## config.mk

```make
export PLATFORM = sky130hd
export DESIGN_NAME = dbus_ctrl
export DESIGN_NICKNAME = d
export VERILOG_FILES = /design/src/rtl/dbus_ctrl.sv
export SDC_FILE = /design/constraint.sdc
export NUM_CORES = 1
export LEC_CHECK = 0
export CORE_MARGIN = 1.5
export CORE_UTILIZATION = 36
export CTS_CLUSTER_DIAMETER = 60
export DETAILED_ROUTE_END_ITERATION = 16
export GPL_TIMING_DRIVEN = 1
export PLACE_DENSITY = 0.74
export SLEW_MARGIN = 20
export SYNTH_ARGS = -nofsm -noshare
export SYNTH_HDL_FRONTEND = slang
export SYNTH_SLANG_ARGS = --single-unit
```

## constraint.sdc

```tcl
create_clock -name clk_i -period 1.9 [get_ports clk_i]
set_clock_uncertainty 0.15 [all_clocks]
set_input_delay 0.38 -clock clk_i [delete_from_list [all_inputs] [get_ports clk_i]]
set_output_delay 0.38 -clock clk_i [all_outputs]
set_load 0.02 [all_outputs]
```

## src/rtl/dbus_ctrl.sv

```systemverilog
// dbus_ctrl: memory-stage data-bus controller.
// Turns one load/store request per instruction into a req/gnt/rvld bus access,
// stalls the pipeline until the access completes, and returns the raw read word.
// Optional build macro: DBUS_MISALIGN_TRAP_EN. When it is defined, misaligned
// half/word accesses are trapped in IDLE and never reach the bus. When it is
// undefined, misalign_o is tied low.
// DATA_BUS_WIDTH defaults to 32 when the build does not define it.
`timescale 1ns/1ps

`ifndef DATA_BUS_WIDTH
`define DATA_BUS_WIDTH 32
`endif

module dbus_ctrl #(
  parameter int unsigned TIMEOUT_CYCLES = 255,
  parameter int unsigned ADDR_WIDTH     = 32
) (
  input  logic                       clk_i,
  input  logic                       rst_i,
  input  logic                       req_vld_i,
  input  logic                       req_we_i,
  input  logic [ADDR_WIDTH-1:0]      req_addr_i,
  input  logic [`DATA_BUS_WIDTH-1:0] req_wdata_i,
  input  logic [2:0]                 req_size_i,
  output logic                       stall_o,
  output logic [`DATA_BUS_WIDTH-1:0] rdata_o,
  output logic                       rdata_vld_o,
  output logic                       err_o,
  output logic                       misalign_o,
  output logic                       dbus_req_o,
  output logic                       dbus_we_o,
  output logic [ADDR_WIDTH-1:0]      dbus_addr_o,
  output logic [3:0]                 dbus_be_o,
  output logic [`DATA_BUS_WIDTH-1:0] dbus_wdata_o,
  input  logic                       dbus_gnt_i,
  input  logic                       dbus_rvld_i,
  input  logic [`DATA_BUS_WIDTH-1:0] dbus_rdata_i
);

  localparam int unsigned DW = `DATA_BUS_WIDTH;

  // Last count value before the access is abandoned (counter starts at 0 in REQ).
  localparam logic [7:0] TO_LAST = 8'(TIMEOUT_CYCLES - 1);

  typedef enum logic [1:0] {
    IDLE = 2'd0,
    REQ  = 2'd1,
    WAIT = 2'd2,
    DONE = 2'd3
  } state_e;

  // Byte enables from the one-hot size {word,half,byte} and the low address bits.
  // Malformed sizes (no bit or several bits set) enable no byte but still complete.
  function automatic logic [3:0] byte_en(input logic [2:0] size, input logic [1:0] lo);
    logic [3:0] be;
    case (size)
      3'b001:  be = 4'b0001 << lo;
      3'b010:  be = lo[1] ? 4'b1100 : 4'b0011;
      3'b100:  be = 4'b1111;
      default: be = 4'b0000;
    endcase
    return be;
  endfunction

`ifdef DBUS_MISALIGN_TRAP_EN
  // Half on an odd byte, or word off a word boundary.
  function automatic logic is_misaligned(input logic [2:0] size, input logic [1:0] lo);
    return ((size == 3'b010) && lo[0]) || ((size == 3'b100) && (lo != 2'b00));
  endfunction
`endif

  state_e                state_q, state_d;
  logic [7:0]            cnt_q, cnt_d;
  logic                  we_q, we_d;
  logic [ADDR_WIDTH-1:0] addr_q, addr_d;
  logic [3:0]            be_q, be_d;
  logic [DW-1:0]         wdata_q, wdata_d;
  logic [DW-1:0]         rdata_q, rdata_d;
  logic                  rvld_q, rvld_d;
  logic                  err_q, err_d;
  logic                  mis_q, mis_d;
  logic                  timeout;

  assign timeout = (cnt_q == TO_LAST);

  // Next-state, request latch, timeout counter and the DONE-cycle pulses.
  always_comb begin
    state_d = state_q;
    cnt_d   = cnt_q;
    we_d    = we_q;
    addr_d  = addr_q;
    be_d    = be_q;
    wdata_d = wdata_q;
    rdata_d = rdata_q;
    rvld_d  = 1'b0;
    err_d   = 1'b0;
    mis_d   = 1'b0;

    unique case (state_q)
      IDLE: begin
        if (req_vld_i) begin
          we_d    = req_we_i;
          addr_d  = {req_addr_i[ADDR_WIDTH-1:2], 2'b00};
          be_d    = byte_en(req_size_i, req_addr_i[1:0]);
          wdata_d = req_wdata_i;
`ifdef DBUS_MISALIGN_TRAP_EN
          if (is_misaligned(req_size_i, req_addr_i[1:0])) begin
            // Trapped: skip the bus entirely and report in DONE.
            state_d = DONE;
            mis_d   = 1'b1;
          end else begin
            state_d = REQ;
            cnt_d   = '0;
          end
`else
          state_d = REQ;
          cnt_d   = '0;
`endif
        end
      end

      REQ: begin
        if (dbus_gnt_i && (we_q || dbus_rvld_i)) begin
          // Store granted, or load granted with data in the same cycle.
          state_d = DONE;
          if (!we_q) begin
            rdata_d = dbus_rdata_i;
            rvld_d  = 1'b1;
          end
        end else if (timeout) begin
          // A grant without data does not count as completion.
          state_d = DONE;
          err_d   = 1'b1;
          rdata_d = '0;
        end else begin
          cnt_d = cnt_q + 8'd1;
          if (dbus_gnt_i) begin
            state_d = WAIT;
          end
        end
      end

      WAIT: begin
        if (dbus_rvld_i) begin
          state_d = DONE;
          rdata_d = dbus_rdata_i;
          rvld_d  = 1'b1;
        end else if (timeout) begin
          state_d = DONE;
          err_d   = 1'b1;
          rdata_d = '0;
        end else begin
          cnt_d = cnt_q + 8'd1;
        end
      end

      DONE: begin
        // req_vld_i here still belongs to the finishing instruction.
        state_d = IDLE;
      end
    endcase
  end

  // FSM and all registered outputs; synchronous reset abandons any access.
  always_ff @(posedge clk_i) begin
    if (rst_i) begin
      state_q <= IDLE;
      cnt_q   <= '0;
      we_q    <= 1'b0;
      addr_q  <= '0;
      be_q    <= '0;
      wdata_q <= '0;
      rdata_q <= '0;
      rvld_q  <= 1'b0;
      err_q   <= 1'b0;
      mis_q   <= 1'b0;
    end else begin
      state_q <= state_d;
      cnt_q   <= cnt_d;
      we_q    <= we_d;
      addr_q  <= addr_d;
      be_q    <= be_d;
      wdata_q <= wdata_d;
      rdata_q <= rdata_d;
      rvld_q  <= rvld_d;
      err_q   <= err_d;
      mis_q   <= mis_d;
    end
  end

  // Only IDLE stalls combinationally: the pipeline must hold an instruction
  // that has just arrived until the bus access finishes in DONE.
  always_comb begin
    unique case (state_q)
      IDLE:    stall_o = req_vld_i;
      DONE:    stall_o = 1'b0;
      default: stall_o = 1'b1;
    endcase
  end

  assign dbus_req_o   = (state_q == REQ);
  assign dbus_we_o    = we_q;
  assign dbus_addr_o  = addr_q;
  assign dbus_be_o    = be_q;
  assign dbus_wdata_o = wdata_q;
  assign rdata_o      = rdata_q;
  assign rdata_vld_o  = rvld_q;
  assign err_o        = err_q;

`ifdef DBUS_MISALIGN_TRAP_EN
  assign misalign_o = mis_q;
`else
  assign misalign_o = 1'b0;
`endif

endmodule

```

### Cells colored by class, run 1

(2 px per um)
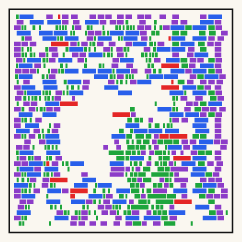
Red shows clock drivers and dummy loads, cells 16, share of their area 4.2%. Purple shows remaining buffers and delay cells, cells 242, share of their area 35%. Green shows combinational and other logic, cells 331, share of their area 28%. Blue shows sequential cells, cells 111, share of their area 33%.

### Wires at chosen ports, followed through buffers, run 1

(4 px per um)
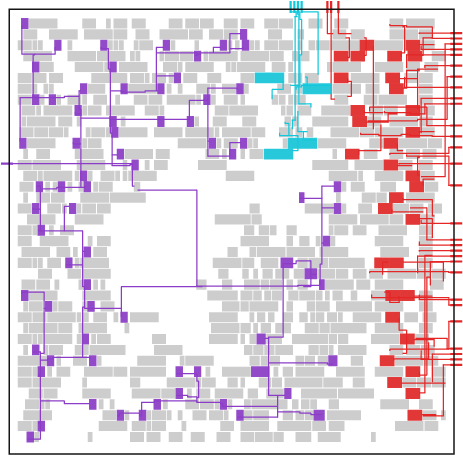
Purple shows rst_i, bits 1, direction input, edge left, end cells 72, wire 770 um. Red shows dbus_rdata_i, bits 32, direction input, edge 29 right, 3 top, end cells 32, wire 824 um. Cyan shows dbus_be_o, bits 4, direction output, edge top, end cells 4, wire 149 um.

### Clock network drawn from the DEF, run 1

(4 px per um)
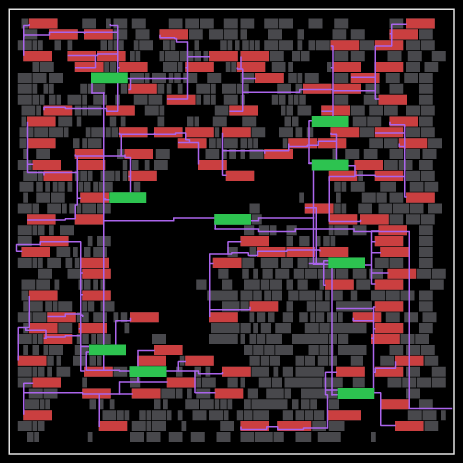
Red shows flip-flops, count 111. Purple shows clock wires, length 1310 um. Green shows clock drivers, count 9.
Position of the flops: spread over the die.

==> run notes, run 1 <==
Results of the run.

After detailed routing, the number of vias per cell comes to 5.085. The class of the tightest hold or removal check is in -> reg. Data on the critical path is required at its endpoint by 1.99 ns. The beginning of the critical path is state_q[0]. The starting density of the core is 36.81%. Setup repair after global routing could not meet its margin everywhere.

The script parses the final routing iteration and logs DRC violations as 0. The clock period minus worst slack is 1.985 ns. In this run, synthesis inferred 0 flip-flops with an integrated enable.

The final design utilization is 61.89%. The synthesis-to-layout area growth is 68.13%. The clock tree buffer depth is 2.

The floorplan step set the die width to 110.8 um. The final sum of negative setup slack is -1.801 ns. The remaining antenna violation count after routing is 0. For the worst-skew pair, the clock arrives at the later sink with an insertion delay of 0.34 ns. The element type at the critical path start is a flip-flop. The number of cells on the worst reg-to-reg path is 8. The number of global-route vias before repair is 4183. The number of nets in the layout is 808. The final report gives the standard cell area, fillers excluded, as 7037 um2.

The CTS tree is built. The dominant synthesized flop cell is dfxtp_1. The final reports fail on negative setup slack. Recorded from the global router log, the overflow total was 0. STA classifies the critical path endpoint as a flip-flop. The area enclosed by the die boundary is 12280 um2.

Counting only logic cells after layout, the most numerous master is clkdlybuf4s50_1. For this run the detailed placement stage logged an HPWL of 8779 um. The share of flip-flops with an asynchronous set or reset after synthesis is 0%. The area of the synthesized netlist per yosys stat is 4185 um2.

The initial antenna violation count is 0. The routed layout has 4287 vias. In the log, the iteration count for the first detailed-route pass is 4. The timing report gives the clock slew at the launch and capture registers of the worst setup and hold paths as 0.07 ns. The OpenROAD report gives the critical path a data arrival time of 2.07 ns. STA lists the startpoint of the worst register-to-register path as state_q[0]. Dividing the final minimum period by the clock period gives 104.5%.

The standard cell core area is 11370 um2. The top cell types in the final layout, fill and taps aside, are 201 x clkdlybuf4s50_1, 134 x nand2_1, 109 x dfxtp_1. The worst VDD IR drop from the latest analysis is 0.0007026 V. The first global-routing pass estimated 20490 um of wire. The static leakage is 2.600 nW. Entering global routing, the biggest net connects 65 pins. Per the final report, max-transition violations number 0. The final wirelength is 12820 um. Headroom to the max-slew limit came out at 63.23%. Of the cells placed in the final design, the portion with a size suffix greater than 1 is 11.57%. The number of clock sinks seen by CTS is 111. The flow ran to the end, but the final reports show violations.

After detailed routing, the average wire length per cell comes to 15.20 um. Detailed-route iteration 0 reported a violation count of 248. The placement-stage cell area is 6528 um2. The cell sitting at the root of the clock tree is a clkbuf_16. The maximum fanout encountered on the critical timing path is 16. The worst setup path is of the reg -> reg kind.

The cell area power density is 1259 nW/um2. Measured along the y axis, the die boundary spans 110.8 um. The area of the mapped netlist is 4185 um2. The worst setup margin is -0.08485 ns. The destination of the worst register-to-register timing path is rdata_o[26]. The endpoint of the worst hold-timing path is dbus_wdata_o[1].

The number of warnings in the stage logs is 34. The yosys warning tally is 0. The routability-driven placement congestion ratio is 0.8284. Fill cells in the final layout number 967. The number of distinct library cell variants in the gate-level netlist after synthesis is 39.

In this run, synthesis produced a sequential element count of 111. The setup violation total in the final timing report is 30. The total count of hold-check failures in the final report is 0.

The floorplan report gives the top-level pin count as 211. The tool flagged a number of max-cap violations equal to 0. The critical hold path startpoint is rst_i. The final antenna diode tally reported by the flow is 0.

The average footprint of a synthesized cell is 8.756 um2. According to the floorplan log, the row count is 39. The sequential-to-total area share from yosys stat is 53.09%.

The number of CTS-inserted buffers is 9. Hold analysis shows the worst path with a depth of 2. The H-tree generated during clock tree synthesis spans 3 levels.

The synthesized instance count is 478. In the Yosys report the total cell count is 478. The maximum frequency from static timing analysis is 503.8 MHz. The port buffer count is 207. Global routing used 20.36% of the available tracks. The slew of the pin with the lowest slew margin is 0.5515 ns. For flop-to-flop paths, the worst setup slack is -0.08 ns.
[run 1: power by group]
group | total [W] | switching, W | internal [W]
Clock | 0.00183 | 0.000822 | 0.00101
Combinational | 0.00400 | 0.00209 | 0.00192
Sequential | 0.00303 | 0.000257 | 0.00277
Total | 0.00886 | 0.00316 | 0.00569
[run 1: Yosys cell counts (3+ instances only)]
library cell / number / area share [%]
buf_2: 7 / 0.84
o31ai_1: 4 / 0.72
nor2b_1: 3 / 0.45
o21ai_0: 12 / 1.4
clkbuf_1: 26 / 2.3
dfxtp_1: 111 / 53
nand4_1: 3 / 0.45
a21oi_1: 77 / 9.2
nor2_1: 6 / 0.54
nand2_1: 135 / 12
a32o_1: 32 / 7.7
or4_1: 8 / 1.4
nand3_1: 4 / 0.48
ha_1: 8 / 2.4
inv_1: 8 / 0.72
nand2b_1: 4 / 0.60
a31oi_1: 4 / 0.60
buf_4: 3 / 0.54
[run 1: how the worst max path moves through the flow]
stage,end,slack [ns]
global route,cnt_q[2],-0.15
global placement,cnt_q[4],-0.34
floorplan,cnt_q[0],0.009
CTS,cnt_q[2],-0.06
finish,rdata_o[26],-0.08
detailed placement,cnt_q[5],-0.44
[run 1: worst max-delay path: stages, from the launching register on]
cell and delay, ns:
dfxtp_4 0.39, inv_4 0.06, ha_4 0.18, nand2b_4 0.14
a21oi_2 0.18, o211ai_1 0.17, buf_4 0.19, buf_6 0.15
a32o_1 0.27
[run 1: final cells by class]
type	count	area (um2)	area share (%)
Tap cell	143	178.9	2.543
Clock buffer	14	275.3	3.912
Sequential cell	111	2230	31.69
Multi-Input combinational cell	322	1891	26.87
Clock inverter	2	12.51	0.1778
Inverter	9	41.29	0.5868
Timing Repair Buffer	242	2409	34.23
[run 1: flip-flops by register name, summed over array words and instances, names as in the netlist]
register / count
dbus_be_o: 4
state_q: 2
err_o: 1
rdata_vld_o: 1
dbus_addr_o: 30
dbus_we_o: 1
cnt_q: 8
rdata_o: 32
dbus_wdata_o: 32
[run 1: layer usage]
metal	GRT usage (%)	vias up	part of all wire, %	wire, um
met3	7.217	19	8.2	1046
met5	0	-	0	0
met2	34.69	166	50	6356
met4	8.889	0	2.1	267
met1	22.95	2009	40	5147
li1	-	2093	-	-
[run 1: through the flow]
stage                     setup slack (ns)  std cells  hold WS (ns)  total power (W)
after floorplan                   0.009332        480        0.3021         0.005013
after global placement             -0.3378        815        0.2913         0.006542
final                             -0.08485        843        0.1666         0.008859
after global routing               -0.1467        843        0.1667         0.009334
after CTS                         -0.05957        837        0.1667         0.008749
after detailed placement           -0.4358        815        0.2965         0.006648
[run 1: logic make-up after synthesis]
family,share of synthesized area [%]
fa+ha+maj,2.392
compound gates,21.73
other cells,0.08960
flops,53.09
buf+inv,4.873
simple gates,17.82
[run 1: timing repair]
| item | 4_1_cts | 5_1_grt |
|---|---|---|
| hold buffers | 0 | 0 |
| setup buffers | 6 | 4 |
| pin swaps | 16 | 6 |
| gates cloned | 0 | 2 |
| hold endpoints to repair | 0 | 0 |
| endpoints found under the setup margin | 43 | 60 |
| resized | 28 | 15 |
--- run 2 (diff from run 1) ---
Settings changed: CTS_CLUSTER_SIZE set to 14.
### Cells colored by class, run 2

(2 px per um)
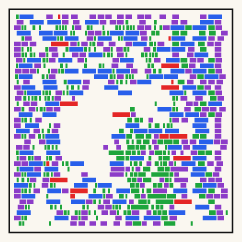
Purple shows remaining buffers and delay cells, cells 242, share of their area 35%. Red shows clock drivers and dummy loads, cells 16, share of their area 4.2%. Blue shows sequential cells, cells 111, share of their area 33%. Green shows combinational and other logic, cells 331, share of their area 28%.

### Clock network drawn from the DEF, run 2

(4 px per um)
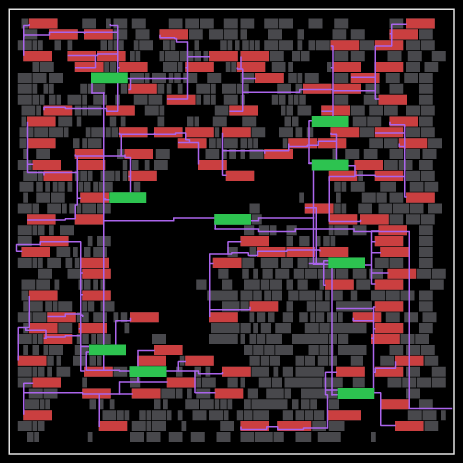
clock network fraction of total power: 20.6%
Clock group: 0.00183 W

==> run 2 against run 1 <==
Net effect:
- first-iteration DRC count is the same
- fmax is the same
- global-route usage is the same
- the flow still finishes with violations (negative setup slack)
- synthesized area is the same
==> run notes, run 2 <==
Results of the run.

The flow reports that combinational logic draws 45.2% of the design power. The flow reports that sequential cells draw 34.2% of the design power. The detail-routed via count per cell is 5.085. The share of flip-flops with an asynchronous set or reset after synthesis is 0%. TritonCTS built the clock tree.

The number of cells reported by Yosys stat comes to 478. For reference, the post-synthesis area per instance comes to 8.756 um2. Before placement the cells fill 36.81% of the core. In the final design database the tool counted 808 nets.

VDD sags by at most 0.0007026 V. The net switching fraction of the power is 35.72%. The number of distinct library cell variants in the gate-level netlist after synthesis is 39.

The final reports fail on negative setup slack. The yosys warning tally is 0. The remaining antenna violation count after routing is 0.

For this run the aggregate overflow at the end of global routing stands at 0. STA classifies the critical path endpoint as a flip-flop. The summed area of non-filler cells in the final layout is 7037 um2. The max-slew violation total from the final report is 0. The pin closest to its max-slew limit shows a slew of 0.5515 ns. The met1 layer usage reported by global route is 22.95%. The placement-stage cell area is 6528 um2. The global-route track usage on met2 is 34.69%. The arrival time at the worst endpoint is 2.07 ns.

For the worst-skew pair, the clock arrives at the later sink with an insertion delay of 0.34 ns. The static leakage is 2.600 nW. The routed wirelength normalized by instance count is 15.20 um. After legalization and detailed placement, the total HPWL measured 8779 um.

The OpenROAD report gives the critical path a required time of 1.99 ns. The number of diodes added for antenna fixing is 0. Post-synthesis, Yosys gives the total cell area as 4185 um2. In the post-route report, total wirelength is listed as 12820 um. The initial antenna violation count came to 0.

Global routing used 20.36% of the available tracks across all layers. Per the synth log, the flip-flop and latch total comes to 111. In the layout the commonest cells are 201 x clkdlybuf4s50_1, 134 x nand2_1, 109 x dfxtp_1. Counting only logic cells after layout, the most numerous master is clkdlybuf4s50_1. The maximum frequency from static timing analysis is 503.8 MHz. The most area-hungry cell type in the Yosys netlist is dfxtp_1. The cell area power density is 1259 nW/um2. The cell area that synthesis handed to floorplanning was 4185 um2.

The tool warning count for the run is 34. The synthesis report lists the most area-consuming cells as dfxtp_1 53%, nand2_1 12%, a21oi_1 9.2%, a32o_1 7.7%, ha_1 2.4%. In this run the number of H-tree levels came out at 3.

The fraction of final layout cells sized beyond drive strength 1 is 11.57%. In this run the vertical extent of the chip is 110.8 um. The number of iterations in the first detailed-routing pass is 4. The die outline width is 110.8 um. The area enclosed by the die boundary is 12280 um2. Counting the fill cells in the layout gives 967. The final worst hold slack is 0.1666 ns.

Endpoints with negative setup slack in the final report add up to 30. Along the worst path, the maximum fanout reaches 16. Setup repair after global routing could not meet its margin everywhere. The slowest stage of the critical path is the dfxtp_4 cell. In this run, synthesis inferred 0 flip-flops with an integrated enable.

Per the post-synthesis report, the number of cells in the design is 478. The clock transition time at the flip-flop clock pins of the worst setup and hold paths is 0.07 ns. The total of max-cap violations is 0. The dominant synthesized flop cell is dfxtp_1. The clock period minus worst slack is 1.985 ns. The net load switching power is 0.003165 W.

The routability-driven placement congestion ratio is 0.8284. The highest cell delay on the worst timing path is 0.39 ns. In this run the most used layer during global routing was met2.

The most critical min-delay path falls under in -> reg. No sink is reached through more buffers than the 2 on the longest clock path. Setup slack on the critical path of the routed design comes to -0.08485 ns. Between the synthesized netlist and the finished layout, the area growth was recorded as 68.13%. The first-pass GRT wire length is 20490 um. The count of buffering cells on the critical path with inverters included is 3. The most popular library cell in the synthesized design by count is nand2_1. 211 I/O pins were placed. Walking the worst path, the cells encountered are inv_4, ha_4, nand2b_4, a21oi_2, o211ai_1, buf_4, buf_6, a32o_1. The via count is 4287.

The commonest cells after synthesis are 135 x nand2_1, 111 x dfxtp_1, 77 x a21oi_1. The row count is 39. The DRC violation count after routing is 0. The post-route utilization of the core is recorded as 61.89%.

The area share of the leading cell type in the synthesized netlist is 53.09%. According to the floorplan report, the placeable core area is 11370 um2. Per the TritonCTS log, the buffer count is 9. On the critical path the largest part of the delay comes from AND-OR/OR-AND gates.

For this block, the initial DRC count from the detailed router was 248. The part of the cycle the worst path needs is 104.5%. The buffer type at the clock tree root is clkbuf_16.

The run finished, with violations left. The final timing report lists a hold violation count of 0. Entering global routing, the biggest net connects 65 pins.

Counting every sink on the clock net gives 111. Prior to clock tree synthesis, the placed netlist has a worst setup slack of -0.4358 ns. Of the synthesized area, sequential elements account for 53.09%. As logged by OpenROAD, the buffers inserted on ports number 207. The number of global-route vias before repair is 4183. The max-slew check reports its worst relative slack as 63.23%. The element type at the critical path start is a flip-flop.

The critical path in this run is classified as reg -> reg. For this run, global-route usage on met3 was measured as 7.217%. The internal power contribution is 0.005695 W.
### Met3 routing, run 2

(3 px per um)
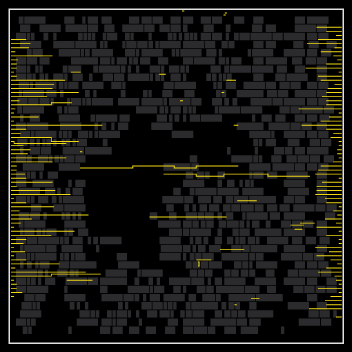
The layer holds 8.2% of the routed length. The layer carries 1050 um of wire.

run 2: per-layer routing:
| layer | vias up | part of all wire (%) |
|---|---|---|
| met1 | 2009 | 40 |
| met4 | 0 | 2.1 |
| met2 | 166 | 50 |
| li1 | 2093 | - |
| met5 | - | 0 |
| met3 | 19 | 8.2 |
run 2: stage by stage:
step,setup TNS (ns),instances,power (W)
finish,-1.801,843,0.008859
detailed placement,-18.40,815,0.006648
floorplan,0,480,0.005013
global route,-2.950,843,0.009334
CTS,-0.1964,837,0.008749
global placement,-12.81,815,0.006542
run 2: layout make-up:
cell class | instances | area [um2] | area share [%]
timing repair buffer | 242 | 2409 | 34.23
clock inverter | 2 | 12.51 | 0.1778
multi-input combinational | 322 | 1891 | 26.87
clock buffer | 14 | 275.3 | 3.912
inverter | 9 | 41.29 | 0.5868
sequential | 111 | 2230 | 31.69
tap | 143 | 178.9 | 2.543
run 2: worst paths after layout:
path                     from                to  slack [ns]  cells past startpoint
max                state_q[0]       rdata_o[26]       -0.08                      8
min                     rst_i   dbus_wdata_o[1]        0.17                      2
max reg2reg        state_q[0]       rdata_o[26]       -0.08                      8
min reg2reg  dbus_wdata_o[16]  dbus_wdata_o[16]        0.30                      2
run 2: logic make-up (layout without fill, tap and decap cells):
kind of cell / after synthesis / after routing / synth area share [%]
AND/OR/NAND/NOR: 173 / 173 / 17.82
adder cells (fa/ha/maj): 8 / 8 / 2.392
buffers and inverters: 47 / 267 / 4.873
AND-OR/OR-AND: 138 / 138 / 21.73
flip-flops: 111 / 111 / 53.09
other: 1 / 3 / 0.08960
run 2: repair_timing:
| action | in CTS | in global routing |
|---|---|---|
| setup endpoints to repair | 43 | 60 |
| resized | 28 | 15 |
| setup buffers | 6 | 4 |
| hold buffers | 0 | 0 |
| gates cloned | 0 | 2 |
| pin swaps | 16 | 6 |
run 2: power groups by stage:
stage	Combinational [W]	Sequential (W)	Clock, W
4_1_cts	0.00385	0.00303	0.00187
3_3_place_gp	0.00349	0.00305	0
3_5_place_dp	0.00358	0.00307	0
6_report	0.00400	0.00303	0.00183
5_1_grt	0.00429	0.00308	0.00196
2_1_floorplan	0.00148	0.00353	0
--- run 3 (diff from run 2) ---
Settings changed: CAP_MARGIN set to 10.
### Cells colored by class, run 3

(2 px per um)
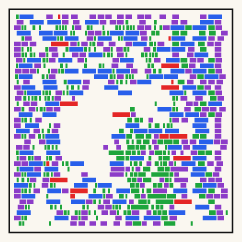
Blue shows sequential cells, cells 111, share of their area 33%. Purple shows remaining buffers and delay cells, cells 242, share of their area 35%. Red shows clock drivers and dummy loads, cells 16, share of their area 4.2%. Green shows combinational and other logic, cells 331, share of their area 28%.

### Wires at chosen ports, followed through buffers, run 3

(4 px per um)
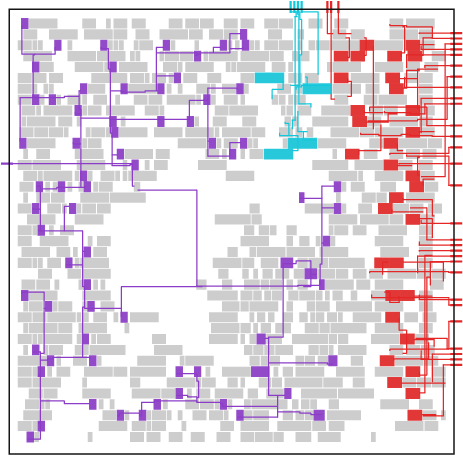
IO Pins: 211
number of I/O port buffers: 207

==> run 3 against run 2 <==
Net effect:
- the flow still finishes with violations (negative setup slack)
- wire length is the same
- synthesized area is the same
- clock power is essentially flat
- critical endpoint unchanged
- largest power group unchanged
==> run notes, run 3 <==
Results of the run.

The maximum frequency from static timing analysis is 503.8 MHz. The most popular library cell in the synthesized design by count is nand2_1. The worst register-to-register path has a setup slack of -0.08 ns. Row generation in the floorplan step produced 39 rows.

For this run, asynchronously set or reset flops after synthesis account for 0%. The number of diodes added for antenna fixing is 0. In this run the mean area of a mapped cell was 8.756 um2.

The routability-driven placement congestion ratio is 0.8284. The routed layout has 4287 vias. The cell area power density is 1259 nW/um2. The CTS tree is built. The mapped netlist covers 4185 um2. The leakage component of the power was reported as 2.600 nW.

The initial antenna violation count was 0. For reference, the final report shows the max-slew violation count at 0. The slew of the pin with the lowest slew margin is 0.5515 ns. For this run, the register share of the synthesized area comes to 53.09%. The region available for standard cell placement spans 11370 um2. Per the run report, area growth between synthesis and finish was 68.13%. The area share of the leading cell type in the synthesized netlist is 53.09%.

The kind of end point of the critical path is a flip-flop. The destination of the worst register-to-register timing path is rdata_o[26]. For this run the detailed placement stage logged an HPWL of 8779 um. The placement-stage cell area is 6528 um2. In the routed layout, each cell is associated on average with a via count of 5.085. The die extent in y is 110.8 um. The most area-hungry cell type in the Yosys netlist is dfxtp_1.

The setup violation total in the final timing report is 30. After synthesis, the cell types taking the most area are dfxtp_1 53%, nand2_1 12%, a21oi_1 9.2%, a32o_1 7.7%, ha_1 2.4%. In the post-route analysis, the smallest setup slack over all paths is -0.08485 ns.

The dominant synthesized flop cell is dfxtp_1. The required time at the worst endpoint is listed as 1.99 ns. The number of placed instances, taps included, is 815.

TritonRoute output was used to compute an average wire per cell of 15.20 um. Per the final layout report, the fraction of cells sized above drive strength 1 comes to 11.57%. Setup repair after global routing could not meet its margin everywhere. The number of iterations in the first detailed-routing pass is 4.

The clock passes through at most 2 buffers. The part of the total power dissipated in the clock network is 20.6%. Yosys mapped the design onto 39 distinct sky130hd cell types.

The area enclosed by the die boundary is 12280 um2. After detailed routing, the total wire length is 12820 um. Per the TritonCTS log, the buffer count is 9. The maximum number of pins on one net before global-route repair is 65. Global routing used 20.36% of the available tracks. The synthesized instance count is 478. The clock period minus worst slack is 1.985 ns. The final worst hold slack is 0.1666 ns.

The final instance count without filler cells is 843. The total of max-cap violations is 0. The yosys warning tally is 0. Once detail routing completed, the nets flagged for antenna violations numbered 0.

The endpoint of the worst hold-timing path is dbus_wdata_o[1]. The count of flip-flops with a built-in enable after synthesis is 0. The slew check shows that the tightest pin keeps a relative margin of 63.23%.

The number of standard cells reported by yosys is 478. Measured along the x axis, the die boundary spans 110.8 um. The total count of hold-check failures in the final report is 0. The buffer type at the clock tree root is clkbuf_16. In this run the worst path has a maximum fanout of 16. The logs give a warning total of 34. The post-cts hold-fix buffer tally is 0. In this run the VDD rail shows a maximum IR drop of 0.0007026 V. The count of cells along the worst hold path is 2.

For this configuration, the core starts out at a cell density of 36.81%. The kind of critical path is reg -> reg. The H-tree depth is 3. The part of the cycle the worst path needs is 104.5%.

The DRC violation count after routing is 0. The commonest cells after synthesis are 135 x nand2_1, 111 x dfxtp_1, 77 x a21oi_1. The clock transition time at the flip-flop clock pins of the worst setup and hold paths is 0.07 ns. Switching power as a fraction of the total was reported as 35.72%. The combinational share of power is 45.2%.

According to the timing report, the arrival time at the worst endpoint equals 2.07 ns. Counting cells, the worst reg-to-reg path comes to 8. The checks that failed: negative setup slack. The flow ran to the end, but the final reports show violations.
### Clock wiring as the flow saved it, run 3

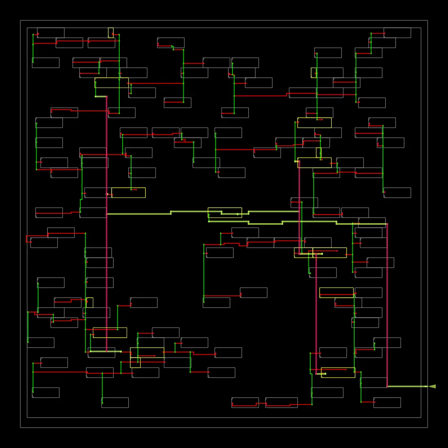
clock buffer instance count of the final layout: 14
clock sink count: 111
Flop Count: 111
Insertion Delay late pin: 0.34 ns

[run 3: cell counts after synthesis]
No cell type changed its count.
[run 3: metrics by stage]
step                worst slack, ns  TNS, ns  util, %
floorplan                  0.009332        0        -
global placement            -0.3378   -12.81    57.41
detailed placement          -0.4358   -18.40    57.41
CTS                        -0.05957  -0.1964    61.02
global route                -0.1467   -2.950    61.89
finish                     -0.08485   -1.801    61.89
[run 3: cell families (layout without fill, tap and decap cells)]
group	Yosys count	count (layout)	synth area share, %
DFF	111	111	53.09
adders and majority gates	8	8	2.392
and+or+nand+nor	173	173	17.82
other	1	3	0.08960
buffers and inverters	47	267	4.873
AOI/OAI and AO/OA	138	138	21.73
[run 3: power groups by stage]
| stage | clock network [W] | registers, W | logic, W |
|---|---|---|---|
| finish | 0.00183 | 0.00303 | 0.00400 |
| global placement | 0 | 0.00305 | 0.00349 |
| floorplan | 0 | 0.00353 | 0.00148 |
| global route | 0.00196 | 0.00308 | 0.00429 |
| detailed placement | 0 | 0.00307 | 0.00358 |
| CTS | 0.00187 | 0.00303 | 0.00385 |
[run 3: cell type report]
| type | instances | area [um2] |
|---|---|---|
| clock buffer | 14 | 275.3 |
| tap | 143 | 178.9 |
| fill | 967 | 4333 |
| multi-input combinational | 322 | 1891 |
| inverter | 9 | 41.29 |
| clock inverter | 2 | 12.51 |
| sequential | 111 | 2230 |
| timing repair buffer | 242 | 2409 |
[run 3: per-layer routing]
metal	GRT usage (%)	wire (um)	vias up	part of all wire, %
li1	-	-	2093	-
met1	22.95	5147	2009	40
met2	34.69	6356	166	50
met3	7.217	1046	19	8.2
met4	8.889	267	0	2.1
met5	0	0	-	0
[run 3: worst max path at each step]
stage / from / end / slack (ns) / cells after the start
6_report: state_q[0] / rdata_o[26] / -0.08 / 8
5_1_grt: state_q[1] / cnt_q[2] / -0.15 / 7
4_1_cts: state_q[1] / cnt_q[2] / -0.06 / 7
3_5_place_dp: dbus_gnt_i / cnt_q[5] / -0.44 / 5
3_3_place_gp: dbus_gnt_i / cnt_q[4] / -0.34 / 5
2_1_floorplan: state_q[1] / cnt_q[0] / 0.009 / 7
[run 3: repair_timing]
action / in CTS / in global routing
resized: 28 / 15
endpoints found under the setup margin: 43 / 60
cloned: 0 / 2
pin swaps: 16 / 6
setup buffers: 6 / 4
[run 3: critical path, cell delays in order (launching register included)]
cell and delay, ns:
dfxtp_4 0.39, inv_4 0.06, ha_4 0.18, nand2b_4 0.14
a21oi_2 0.18, o211ai_1 0.17, buf_4 0.19, buf_6 0.15
a32o_1 0.27
Power and IR drop assume default switching activity.
